==> config.mk <==
export PLATFORM = sky130hd
export DESIGN_NAME = instr_fetch_unit
export DESIGN_NICKNAME = d
export VERILOG_FILES = /design/src/rtl/riscv_pkg.sv /design/src/rtl/fetch_out_buf.sv /design/src/rtl/instr_fetch_unit.sv
export SDC_FILE = /design/constraint.sdc
export NUM_CORES = 1
export LEC_CHECK = 0
export CAP_MARGIN = 20
export CORE_MARGIN = 5
export CORE_UTILIZATION = 53
export CTS_BUF_LIST = sky130_fd_sc_hd__clkbuf_2
export CTS_CLUSTER_SIZE = 12
export DETAILED_ROUTE_END_ITERATION = 8
export GPL_TIMING_DRIVEN = 0
export PLACE_DENSITY = 0.95
export SETUP_SLACK_MARGIN = 0.02
export SLEW_MARGIN = 20
export SYNTH_ARGS = -nofsm -noshare
export SYNTH_HDL_FRONTEND = slang
export SYNTH_HIERARCHICAL = 1
export SYNTH_SLANG_ARGS = --single-unit
==> constraint.sdc <==
create_clock -name clk -period 5.7 [get_ports clk]
set_input_delay 1.425 -clock clk [delete_from_list [all_inputs] [get_ports clk]]
set_output_delay 1.425 -clock clk [all_outputs]
set_load 0.01 [all_outputs]
==> src/rtl/riscv_pkg.sv <==
`default_nettype none
// ============================================================================
// Module      : riscv_pkg
// Description : Shared constants and types for the instruction fetch path:
//               datapath width, default reset vector, fetch FSM state
//               encoding and the canonical NOP encoding.
// Revision    : 1.0 - initial release
// ============================================================================
package riscv_pkg;

   localparam int          XLEN                 = 32;
   localparam logic [31:0] DEFAULT_RESET_VECTOR = 32'h0000_0000;
   localparam logic [31:0] INSTR_NOP            = 32'h0000_0013;  // addi x0,x0,0

   // Fetch FSM states:
   //   S_ISSUE - request outstanding on the memory bus, waiting for gnt
   //   S_WAIT  - request granted, waiting for rvalid
   //   S_HOLD  - instruction buffered, waiting for decode to accept it
   typedef enum logic [1:0] {
      S_ISSUE = 2'd0,
      S_WAIT  = 2'd1,
      S_HOLD  = 2'd2
   } fetch_state_e;

endpackage : riscv_pkg
`default_nettype wire

==> src/rtl/fetch_out_buf.sv <==
`default_nettype none
// ============================================================================
// Module      : fetch_out_buf
// Description : Single-entry valid/ready holding register for {pc, instr}.
//               Flush has priority over load; load has priority over the
//               downstream handshake. Data only changes on load, so the
//               outputs are stable while out_valid=1 and out_ready=0.
// Ports       : clk, rst         - clock, asynchronous active-high reset
//               load, load_pc,
//               load_instr       - capture a new entry (sets out_valid)
//               flush            - drop the entry (clears out_valid)
//               out_valid/ready  - downstream handshake
//               out_pc/out_instr - buffered entry
// Revision    : 1.0 - initial release
// ============================================================================
module fetch_out_buf
   import riscv_pkg::*;
#(
   parameter int WIDTH = XLEN
)(
   input  logic             clk,
   input  logic             rst,
   input  logic             load,
   input  logic             flush,
   input  logic [WIDTH-1:0] load_pc,
   input  logic [WIDTH-1:0] load_instr,
   input  logic             out_ready,
   output logic             out_valid,
   output logic [WIDTH-1:0] out_pc,
   output logic [WIDTH-1:0] out_instr
);

   logic             r_valid;
   logic [WIDTH-1:0] r_pc;
   logic [WIDTH-1:0] r_instr;

   always_ff @(posedge clk or posedge rst) begin
      if (rst) begin
         r_valid <= 1'b0;
         r_pc    <= '0;
         r_instr <= '0;
      end else begin
         if (flush) begin
            r_valid <= 1'b0;
         end else if (load) begin
            r_valid <= 1'b1;
            r_pc    <= load_pc;
            r_instr <= load_instr;
         end else if (r_valid && out_ready) begin
            r_valid <= 1'b0;
         end
      end
   end

   assign out_valid = r_valid;
   assign out_pc    = r_pc;
   assign out_instr = r_instr;

endmodule : fetch_out_buf
`default_nettype wire

==> src/rtl/instr_fetch_unit.sv <==
`default_nettype none
// ============================================================================
// Module      : instr_fetch_unit
// Description : Owns the program counter, issues instruction-memory reads
//               over a req/gnt/rvalid bus (one outstanding request) and
//               presents {pc, instr} to decode over valid/ready. Redirects
//               reload the PC and discard any stale in-flight fetch.
// Ports       : clk, rst             - clock, asynchronous active-high reset
//               imem_req/addr/gnt    - memory request channel
//               imem_rvalid/rdata    - memory response channel
//               redirect_valid/pc    - branch/jump redirect pulse
//               if_valid/ready       - decode handshake
//               if_pc/if_instr       - fetched instruction and its address
// Revision    : 1.0 - initial release
// ============================================================================
module instr_fetch_unit
   import riscv_pkg::*;
#(
   parameter int             XLEN         = riscv_pkg::XLEN,
   parameter logic [XLEN-1:0] RESET_VECTOR = XLEN'(DEFAULT_RESET_VECTOR)
)(
   input  logic            clk,
   input  logic            rst,
   output logic            imem_req,
   output logic [XLEN-1:0] imem_addr,
   input  logic            imem_gnt,
   input  logic            imem_rvalid,
   input  logic [XLEN-1:0] imem_rdata,
   input  logic            redirect_valid,
   input  logic [XLEN-1:0] redirect_pc,
   output logic            if_valid,
   input  logic            if_ready,
   output logic [XLEN-1:0] if_pc,
   output logic [XLEN-1:0] if_instr
);

   localparam logic [XLEN-1:0] c_PC_STEP    = XLEN'(4);
   localparam logic [XLEN-1:0] c_ALIGN_MASK = XLEN'(3);

   fetch_state_e    r_state;
   fetch_state_e    w_state_nxt;
   logic [XLEN-1:0] r_pc;
   logic [XLEN-1:0] w_pc_nxt;
   logic [XLEN-1:0] r_req_pc;      // address of the granted request
   logic [XLEN-1:0] w_req_pc_nxt;
   logic            r_drop;        // next response belongs to a stale request
   logic            w_drop_nxt;
   logic            w_buf_load;

   always_ff @(posedge clk or posedge rst) begin
      if (rst) begin
         r_state  <= S_ISSUE;
         r_pc     <= RESET_VECTOR;
         r_req_pc <= '0;
         r_drop   <= 1'b0;
      end else begin
         r_state  <= w_state_nxt;
         r_pc     <= w_pc_nxt;
         r_req_pc <= w_req_pc_nxt;
         r_drop   <= w_drop_nxt;
      end
   end

   always_comb begin
      w_state_nxt  = r_state;
      w_pc_nxt     = r_pc;
      w_req_pc_nxt = r_req_pc;
      w_drop_nxt   = r_drop;
      w_buf_load   = 1'b0;

      case (r_state)
         S_ISSUE: begin
            if (imem_gnt) begin
               w_pc_nxt     = r_pc + c_PC_STEP;
               w_req_pc_nxt = r_pc;
               w_state_nxt  = S_WAIT;
               // The request just granted targets the old path; its
               // response must be thrown away.
               if (redirect_valid) begin
                  w_drop_nxt = 1'b1;
               end
            end
         end
         S_WAIT: begin
            if (imem_rvalid) begin
               if (r_drop) begin
                  w_drop_nxt  = 1'b0;
                  w_state_nxt = S_ISSUE;
               end else if (redirect_valid) begin
                  // Response arrives with the redirect: discard it directly
                  // instead of arming drop for a response that never comes.
                  w_state_nxt = S_ISSUE;
               end else begin
                  w_buf_load  = 1'b1;
                  w_state_nxt = S_HOLD;
               end
            end else if (redirect_valid) begin
               w_drop_nxt = 1'b1;
            end
         end
         S_HOLD: begin
            if (redirect_valid || (if_valid && if_ready)) begin
               w_state_nxt = S_ISSUE;
            end
         end
         default: begin
            w_state_nxt = S_ISSUE;
         end
      endcase

      if (redirect_valid) begin
         w_pc_nxt = redirect_pc & ~c_ALIGN_MASK;
      end
   end

   // Request comes from registered state only; rst masks it while the
   // asynchronous reset holds the FSM in S_ISSUE.
   assign imem_req  = (r_state == S_ISSUE) && !rst;
   assign imem_addr = r_pc;

   fetch_out_buf #(
      .WIDTH      (XLEN)
   ) u_out_buf (
      .clk        (clk),
      .rst        (rst),
      .load       (w_buf_load),
      .flush      (redirect_valid),
      .load_pc    (r_req_pc),
      .load_instr (imem_rdata),
      .out_ready  (if_ready),
      .out_valid  (if_valid),
      .out_pc     (if_pc),
      .out_instr  (if_instr)
   );

endmodule : instr_fetch_unit
`default_nettype wire

### Cells by drive strength, run 1

Scale: 4 px per um.
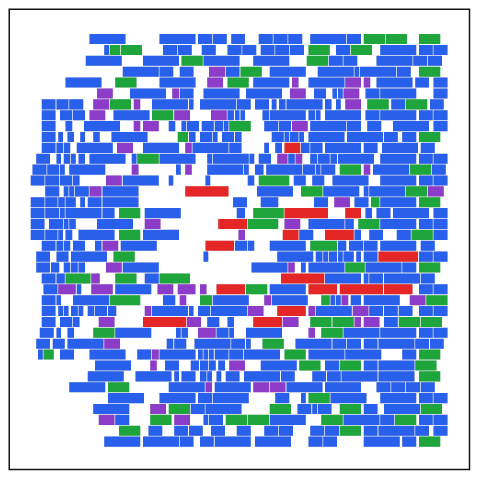
[blue] _0 and _1 cells | cells: 451 | share: 74% | most used: clkdlybuf4s50_1
[red] _6 and larger | cells: 17 | share: 2.8% | most used: buf_12
[green] _3 and _4 cells | cells: 74 | share: 12% | most used: mux2_4
[purple] _2 cells | cells: 66 | share: 11% | most used: mux2_2
final non-filler cell area: 7960 um^2
Worst Slack Setup Final: 1520 ps
area grow syn2layout: 37.0%
Signal buffers: 186

### I/O pins on the die edge, run 1

Scale: 4 px per um. Pins as bars across the die edge, other pins in grey.
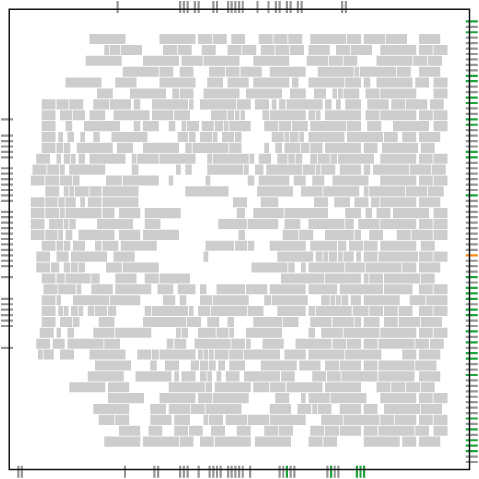
[orange] if_valid | pins: 1 | direction: output | edge: east
[green] imem_rdata | pins: 32 | direction: input | edge: 27 east, 5 south
all pins by edge: 82 east, 32 west, 31 south, 23 north

### Placement view, run 1

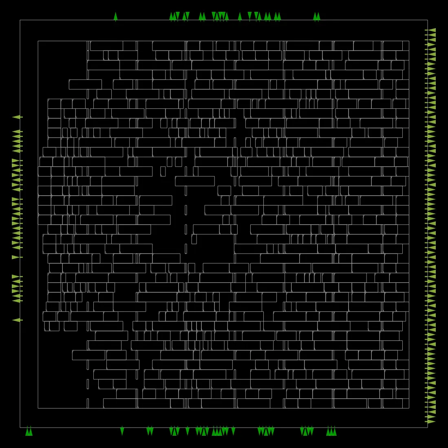
Tapcells: 140
flop count: 128
CORE AREA: 10,800 um^2
sequential share of cell area: 0.402

==> run 1: cell families (layout without fill, tap and decap cells) <==
kind of cell             Yosys count  in the layout
adder cells (fa/ha/maj)            1              1
AND/OR/NAND/NOR                   96             96
multiplexers                      96             96
flip-flops                       128            128
other                              1              4
XOR/XNOR                          28             28
buffers and inverters             26            222
AND-OR/OR-AND                     33             33
==> run 1: state kept, by name (all words and copies together), names as in the netlist <==
| signal | flops |
|---|---|
| imem_addr | 30 |
| u_out_buf/out_pc | 32 |
| r_req_pc | 30 |
| r_drop | 1 |
| u_out_buf/out_valid | 1 |
| r_state | 2 |
| u_out_buf/out_instr | 32 |
==> run 1: final cells by class <==
cell class,count,share of cell area
Sequential cell,128,0.402
Clock inverter,14,0.0247
Buffer,21,0.0284
Inverter,5,0.00299
Clock buffer,17,0.0107
Timing Repair Buffer,165,0.211
Multi-Input combinational cell,258,0.298
Tap cell,140,0.0220
==> run 1: metal layers <==
| layer | wire length, um | vias to the layer above | share of wire |
|---|---|---|---|
| met2 | 7340 | 176 | 0.50 |
| met4 | 213 | 0 | 0.014 |
| li1 | - | 1793 | - |
| met5 | 0 | - | 0 |
| met3 | 1240 | 26 | 0.084 |
| met1 | 5950 | 1996 | 0.40 |
==> run 1: layout by cell type (no fill, tap or decap), drive strengths merged, types with 2 or more instances in the layout <==
cell type	instances
clkdlybuf4s50	163
inv	5
conb	4
clkbuf	23
clkinv	8
nor2	8
xnor2	19
nor3	9
mux2	95
nand2	40
nor4	5
dfrtp	128
o21ai	28
nand4	8
a21oi	2
buf	17
xor2	9
and2	5
and3	3
nand3	7
nor3b	2
and4	5
bufinv	5
==> run 1: per-stage QoR <==
stage	hold slack [ps]	utilization
floorplan	464	-
global placement	486	0.707
detailed placement	492	0.712
CTS	520	0.738
global route	542	0.738
finish	515	0.738
==> impl_metrics.env, run 1 <==
# source this file to load flow results
export IMPL_status="completed"
export IMPL_initialDrtViolationCount=155
export IMPL_hold_viol=0
export IMPL_synth_area_um2=5810
export IMPL_p_int_w=0.00249
export IMPL_rr_worst_depth=6
export IMPL_cts_setup_buffers=0
export IMPL_worst_setup_path_end_kind="output port"
export IMPL_final_comb_area_um2=2370
export IMPL_crit_family="buffers and inverters"
export IMPL_initial_utilization=0.538
export IMPL_p_sw_w=0.00103
export IMPL_grt_max_degree=51
export IMPL_drv_max_cap_violation_count=0
export IMPL_drc=0
export IMPL_avgRoutedWirePerCell_um=19.7
export IMPL_crit_cells=3
export IMPL_grt_pass1_wl_um=23500
export IMPL_vdd_ir_drop_max_uv=257
export IMPL_postRouteWirelength_um=14700
export IMPL_clk_power_w=0.000643
export IMPL_crit_path_max_fanout=3
export IMPL_vias=3991
export IMPL_final_max_slew_viol_count=0
export IMPL_rows=38
export IMPL_avgSynthCellArea_um2=14.2
export IMPL_p_per_area_nw_per_um2=442
export IMPL_top_area_cell="dfrtp_1"
export IMPL_cpMostUsedCell="clkdlybuf4s50_1"
export IMPL_dp_cells=717
export IMPL_ys_sh_simple=0.107
export IMPL_tns_ps=0
export IMPL_timing_fmax_ghz=0.239
export IMPL_cts_tree="done"
export IMPL_ys_ff=128
export IMPL_dpl_worst_slack_ps=1540
export IMPL_die_x_um=115
export IMPL_period_used=0.733
export IMPL_crit_buf_inv=2
export IMPL_clk_pin_slew_ps=190
export IMPL_ys_seq_frac=0.551
export IMPL_ys_sh_adder=0.00215
export IMPL_register_area_um2=3200
export IMPL_cpPeakStageDelay_ps=580
export IMPL_grt_usage=0.233
export IMPL_p_sw_frac=0.293
export IMPL_top_area_frac=0.551
### Wires at chosen ports, followed through buffers, run 1

Scale: 2 px per um.
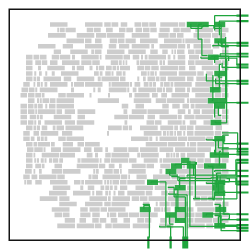

==> run 2: changes to the inputs <==
--- a/config.mk
+++ b/config.mk
@@ -7,12 +7,12 @@
 export LEC_CHECK = 0
 export CAP_MARGIN = 20
 export CORE_MARGIN = 5
-export CORE_UTILIZATION = 53
+export CORE_UTILIZATION = 45
 export CTS_BUF_LIST = sky130_fd_sc_hd__clkbuf_2
 export CTS_CLUSTER_SIZE = 12
 export DETAILED_ROUTE_END_ITERATION = 8
 export GPL_TIMING_DRIVEN = 0
-export PLACE_DENSITY = 0.95
+export PLACE_DENSITY = 0.87
 export SETUP_SLACK_MARGIN = 0.02
 export SLEW_MARGIN = 20
 export SYNTH_ARGS = -nofsm -noshare
==> constraint.sdc (replaced) <==
create_clock -name clk -period 3.4 [get_ports clk]
set_input_delay 0.85 -clock clk [delete_from_list [all_inputs] [get_ports clk]]
set_output_delay 0.85 -clock clk [all_outputs]
set_load 0.01 [all_outputs]
### Wires at chosen ports, followed through buffers, run 2

Scale: 2 px per um.
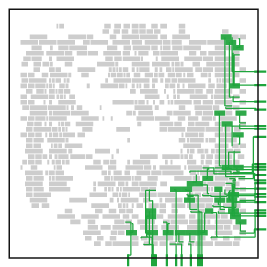
[green] imem_rdata | bits: 32 | direction: input | edge: 21 east, 11 south | end cells: 32 | buffers: 32 | wire: 1,140 um
PortBufs: 163
Top Ports: 168

### I/O pins on the die edge, run 2

Scale: 4 px per um. Pins as bars across the die edge, other pins in grey.
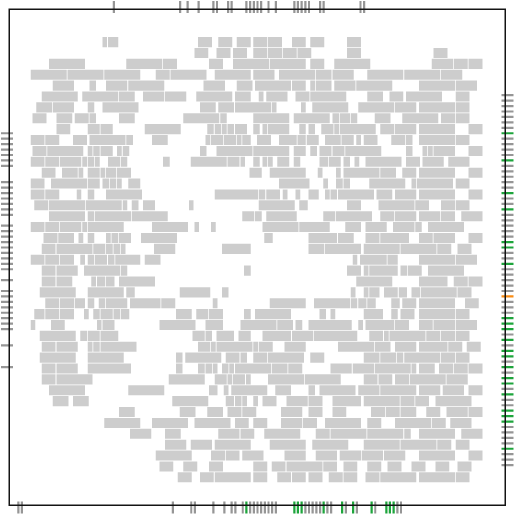
[orange] if_valid | pins: 1 | direction: output | edge: east
[green] imem_rdata | pins: 32 | direction: input | edge: 21 east, 11 south
all pins by edge: 69 east, 41 south, 34 west, 24 north

==> run 2 against run 1 <==
- via count fell by 1.2%
- synthesized cell count unchanged
- global-route usage is 3.4 points lower
- clock skew increased by 0.66 ps
- wire length shrank 1.4%
- setup slack worse by 1200 ps
- largest power group unchanged
- highest routed layer unchanged
==> impl_metrics.env, run 2 <==
# source this file to load flow results
export IMPL_worst_setup_path_end_kind="output port"
export IMPL_synth_area_um2=5810
export IMPL_hold_viol=0
export IMPL_fin_area_um2=7980
export IMPL_dpl_worst_slack_ps=337
export IMPL_syn2layout_area_growth_pct=37.3
export IMPL_clock_skew_ps=22.0
export IMPL_mostFrequentLayoutCell="clkdlybuf4s50_1"
export IMPL_vdd_ir_drop_max_uv=408
export IMPL_grt_pass1_wl_um=23000
export IMPL_postRouteWirelength_um=14500
export IMPL_p_sw_frac=0.293
export IMPL_vias=3943
export IMPL_avgRoutedWirePerCell_um=18.6
export IMPL_powerComb_w=0.00228
export IMPL_die_x_um=124
export IMPL_grt_max_degree=35
export IMPL_netlist_instances=409
export IMPL_rows=41
export IMPL_drv_max_cap_violation_count=0
export IMPL_period_used=0.899
export IMPL_yosys_stat_cells=409
export IMPL_clk_pin_slew_ps=170
export IMPL_ys_sh_simple=0.107
export IMPL_grt_use_met2=0.331
export IMPL_lay_top_cells="clkdlybuf4s50_1 (163), dfrtp_1 (128), mux2_4 (60)"
export IMPL_clk_power_w=0.00103
export IMPL_cts_setup_buffers=0
export IMPL_wl_met3_um=1180
export IMPL_p_per_area_nw_per_um2=729
export IMPL_status="completed"
export IMPL_m1WireLength_um=5850
export IMPL_initial_utilization=0.460
export IMPL_fillCellCount=954
export IMPL_layout_setup_ws_ps=342
export IMPL_route_top_layer_used="met4"
export IMPL_final_nets=667
export IMPL_wl_met2_um=7360
export IMPL_p_int_w=0.00411
export IMPL_timing_fmax_ghz=0.327
export IMPL_final_max_slew_viol_count=0
export IMPL_ys_sh_adder=0.00215
export IMPL_rsz0062_at_grt="no"
export IMPL_yosys_most_used_dff="dfrtp_1"
export IMPL_xor_share=0.0422
export IMPL_grt_usage=0.199
export IMPL_crit_path_max_fanout=3
export IMPL_p_sw_w=0.00171
export IMPL_avgSynthCellArea_um2=14.2
export IMPL_ys_warn_count=6
export IMPL_initialDrtViolationCount=171
export IMPL_powerSeq_w=0.00251
export IMPL_drc=0
export IMPL_cts_tree="done"
export IMPL_top_area_cell="dfrtp_1"
export IMPL_ys_ff=128
export IMPL_core_um2=12600
export IMPL_top_area_frac=0.551
export IMPL_ys_seq_frac=0.551
export IMPL_rr_worst_depth=5
==> run 2: cell count changes in the layout (fill, tap and decap cells not counted) <==
cell,delta
buf_12,+1
buf_16,-1
bufinv_16,-1
clkbuf_2,+2
clkinv_2,-1
clkinvlp_4,+1
diode_2,+1
==> run 2: per-stage QoR <==
| step | hold slack, ps | TNS, ps | util | total power (W) | instances |
|---|---|---|---|---|---|
| 5_1_grt | 537 | 0 | 0.632 | 0.00614 | 782 |
| 3_3_place_gp | 486 | -33200 | 0.608 | 0.00473 | 747 |
| 3_5_place_dp | 492 | 0 | 0.611 | 0.00485 | 749 |
| 2_1_floorplan | 464 | 0 | - | 0.00365 | 412 |
| 6_report | 517 | 0 | 0.632 | 0.00581 | 782 |
| 4_1_cts | 522 | 0 | 0.632 | 0.00589 | 781 |
==> run 2: area by class of cell <==
| type | instances | area, um^2 | area share |
|---|---|---|---|
| diodes | 1 | 2.50 | 0.000314 |
| plain buffers | 21 | 226 | 0.0284 |
| clock buffers | 19 | 95.1 | 0.0119 |
| clock inverters | 13 | 169 | 0.0212 |
| inverters | 5 | 23.8 | 0.00298 |
| multi-input cells | 258 | 2370 | 0.297 |
| flip-flops and latches | 128 | 3200 | 0.401 |
| well taps | 172 | 215 | 0.0270 |
| repair buffers | 165 | 1670 | 0.209 |
==> run 2: critical path, cell delays in order <==
cell and delay (ps):
clkdlybuf4s50_1 520, nor3_1 240, clkdlybuf4s50_1 600
==> run 2: final timing paths <==
check,startpoint,endpoint,slack [ps]
min in group asynchronous,rst,imem_addr[11],620
hold reg to reg,r_req_pc[3],u_out_buf/out_pc[3],520
max in group asynchronous,rst,u_out_buf/out_pc[23],2230
setup reg to reg,r_state[0],imem_addr[28],1410
hold / removal,r_req_pc[3],u_out_buf/out_pc[3],520
setup / recovery,rst,imem_req,340
==> run 3: changes to the inputs <==
--- a/config.mk
+++ b/config.mk
@@ -13,7 +13,6 @@
 export DETAILED_ROUTE_END_ITERATION = 8
 export GPL_TIMING_DRIVEN = 0
 export PLACE_DENSITY = 0.87
-export SETUP_SLACK_MARGIN = 0.02
 export SLEW_MARGIN = 20
 export SYNTH_ARGS = -nofsm -noshare
 export SYNTH_HDL_FRONTEND = slang
### Routed metal, one colour a layer, run 3

Scale: 4 px per um. Only two layers are drawn.
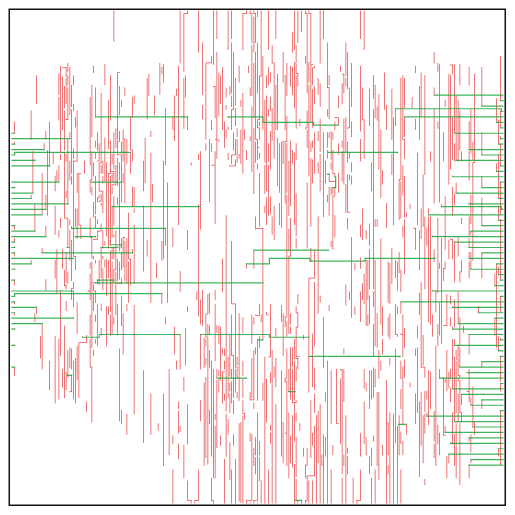
[red] metal 2 | wire length: 7,360 um
[green] metal 3 | wire length: 1,180 um

==> run 3 against run 2 <==
- final cell count did not move
- combinational power barely moved
- setup slack did not move
- critical path type unchanged
- largest cell class unchanged
==> impl_metrics.env, run 3 <==
# source this file to load flow results
export IMPL_portBuffers=163
export IMPL_die_h_um=124
export IMPL_rows=41
export IMPL_grt_usage=0.199
export IMPL_vias=3943
export IMPL_top_area_frac=0.551
export IMPL_r2r_start="r_state[0]"
export IMPL_p_sw_w=0.00171
export IMPL_worst_setup_path_end_kind="output port"
export IMPL_ioPinCount=168
export IMPL_mostFrequentLayoutCell="clkdlybuf4s50_1"
export IMPL_avgSynthCellArea_um2=14.2
export IMPL_hp_start="r_req_pc[3]"
export IMPL_cts_tree="done"
export IMPL_p_int_w=0.00411
export IMPL_timing_fmax_ghz=0.327
export IMPL_die_x_um=124
export IMPL_top_area_cell="dfrtp_1"
export IMPL_netlist_instances=409
export IMPL_yosys_most_used_dff="dfrtp_1"
export IMPL_cts_htree_levels=4
export IMPL_core_um2=12600
export IMPL_cts_setup_buffers=0
export IMPL_clock_skew_ps=22.0
export IMPL_final_util=0.632
export IMPL_tns_ps=0
export IMPL_postRouteWirelength_um=14500
export IMPL_crit_path_max_fanout=3
export IMPL_stdcell_count=782
export IMPL_initial_utilization=0.460
export IMPL_clkPwrFrac=0.176
export IMPL_dpl_worst_slack_ps=337
export IMPL_cts_resized=0
export IMPL_avgRoutedWirePerCell_um=18.6
export IMPL_initialDrtViolationCount=171
export IMPL_dr_pass1_iters=5
export IMPL_final_nets=667
export IMPL_p_sw_frac=0.293
export IMPL_ys_seq_frac=0.551
export IMPL_ys_ff=128
export IMPL_vdd_ir_drop_max_uv=408
export IMPL_numCtsBuffers=17
export IMPL_xor_share=0.0422
export IMPL_layout_setup_ws_ps=342
export IMPL_yosys_stat_cells=409
export IMPL_grt_pass1_wl_um=23000
export IMPL_ys_sh_simple=0.107
export IMPL_p_per_area_nw_per_um2=729
export IMPL_ys_warn_count=6
export IMPL_crit_path_start="rst"
export IMPL_lay_top_cells="clkdlybuf4s50_1 (163), dfrtp_1 (128), mux2_4 (60)"
export IMPL_design_power_total_w=0.00581
export IMPL_top_logic_kind="multiplexers"
export IMPL_drc=0
export IMPL_clock_root_buffer="clkbuf_2"
export IMPL_dp_cells=749
export IMPL_drv_max_cap_violation_count=0
export IMPL_ys_sh_adder=0.00215
export IMPL_hold_viol=0
export IMPL_grt_max_degree=35
export IMPL_cts_hold_buf=0
export IMPL_hold_slack_ps=517
export IMPL_period_used=0.899
export IMPL_synth_area_um2=5810
export IMPL_rsz0062_at_grt="no"
export IMPL_fin_area_um2=7980
export IMPL_clk_pin_slew_ps=170
export IMPL_synthArstFlopShare=1.00
export IMPL_status="completed"
export IMPL_ctsLongestPathBuffers=2
export IMPL_syn2layout_area_growth_pct=37.3
export IMPL_final_max_slew_viol_count=0
export IMPL_p_leak_nw=3.39
### Wires at chosen ports, followed through buffers, run 3

Scale: 2 px per um.
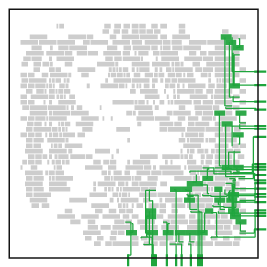
[green] imem_rdata | bits: 32 | direction: input | edge: 21 east, 11 south | end cells: 32 | buffers: 32 | wire: 1,140 um

## run 3: cell counts in the layout (fill, tap and decap cells not counted)
No cell type changed its count.
## run 3: worst paths after layout
check,endpoint,slack (ps),cells past startpoint
max,imem_req,340,3
min,u_out_buf/out_pc[3],520,1
max reg2reg,imem_addr[28],1410,5
min reg2reg,u_out_buf/out_pc[3],520,1
max in group asynchronous,u_out_buf/out_pc[23],2230,3
min in group asynchronous,imem_addr[11],620,2
## run 3: routing by layer
layer,vias up,global-route usage,share of wire
met1,1985,0.245,0.40
met5,-,0,0
met2,147,0.331,0.51
li1,1799,-,-
met4,0,0.0671,0.010
met3,12,0.0640,0.081
## run 3: kinds of logic after synthesis
logic type,after synthesis
muxes,96
xor gates and xnor gates,28
adders and majority gates,1
other,1
DFF,128
and+or+nand+nor,96
AOI/OAI and AO/OA,33
buffers and inverters,26
## run 3: layout make-up
cell class              count  area [um^2]
clock buffers              19         95.1
flip-flops and latches    128         3200
diodes                      1         2.50
fillers                   954         4640
plain buffers              21          226
inverters                   5         23.8
multi-input cells         258         2370
clock inverters            13          169
well taps                 172          215
repair buffers            165         1670
## run 3: worst max-delay path: stages
cell             delay, ps
clkdlybuf4s50_1        520
nor3_1                 240
clkdlybuf4s50_1        600
## run 3: power groups by stage
| stage | Sequential [W] | Clock, W | Combinational (W) |
|---|---|---|---|
| after floorplan | 0.00265 | 0 | 0.000992 |
| after global placement | 0.00250 | 0 | 0.00224 |
| after detailed placement | 0.00255 | 0 | 0.00231 |
| after CTS | 0.00251 | 0.00106 | 0.00232 |
| after global routing | 0.00259 | 0.00113 | 0.00243 |
| final | 0.00251 | 0.00103 | 0.00228 |
No activity file was given, so power comes from the tool's default toggle rates.
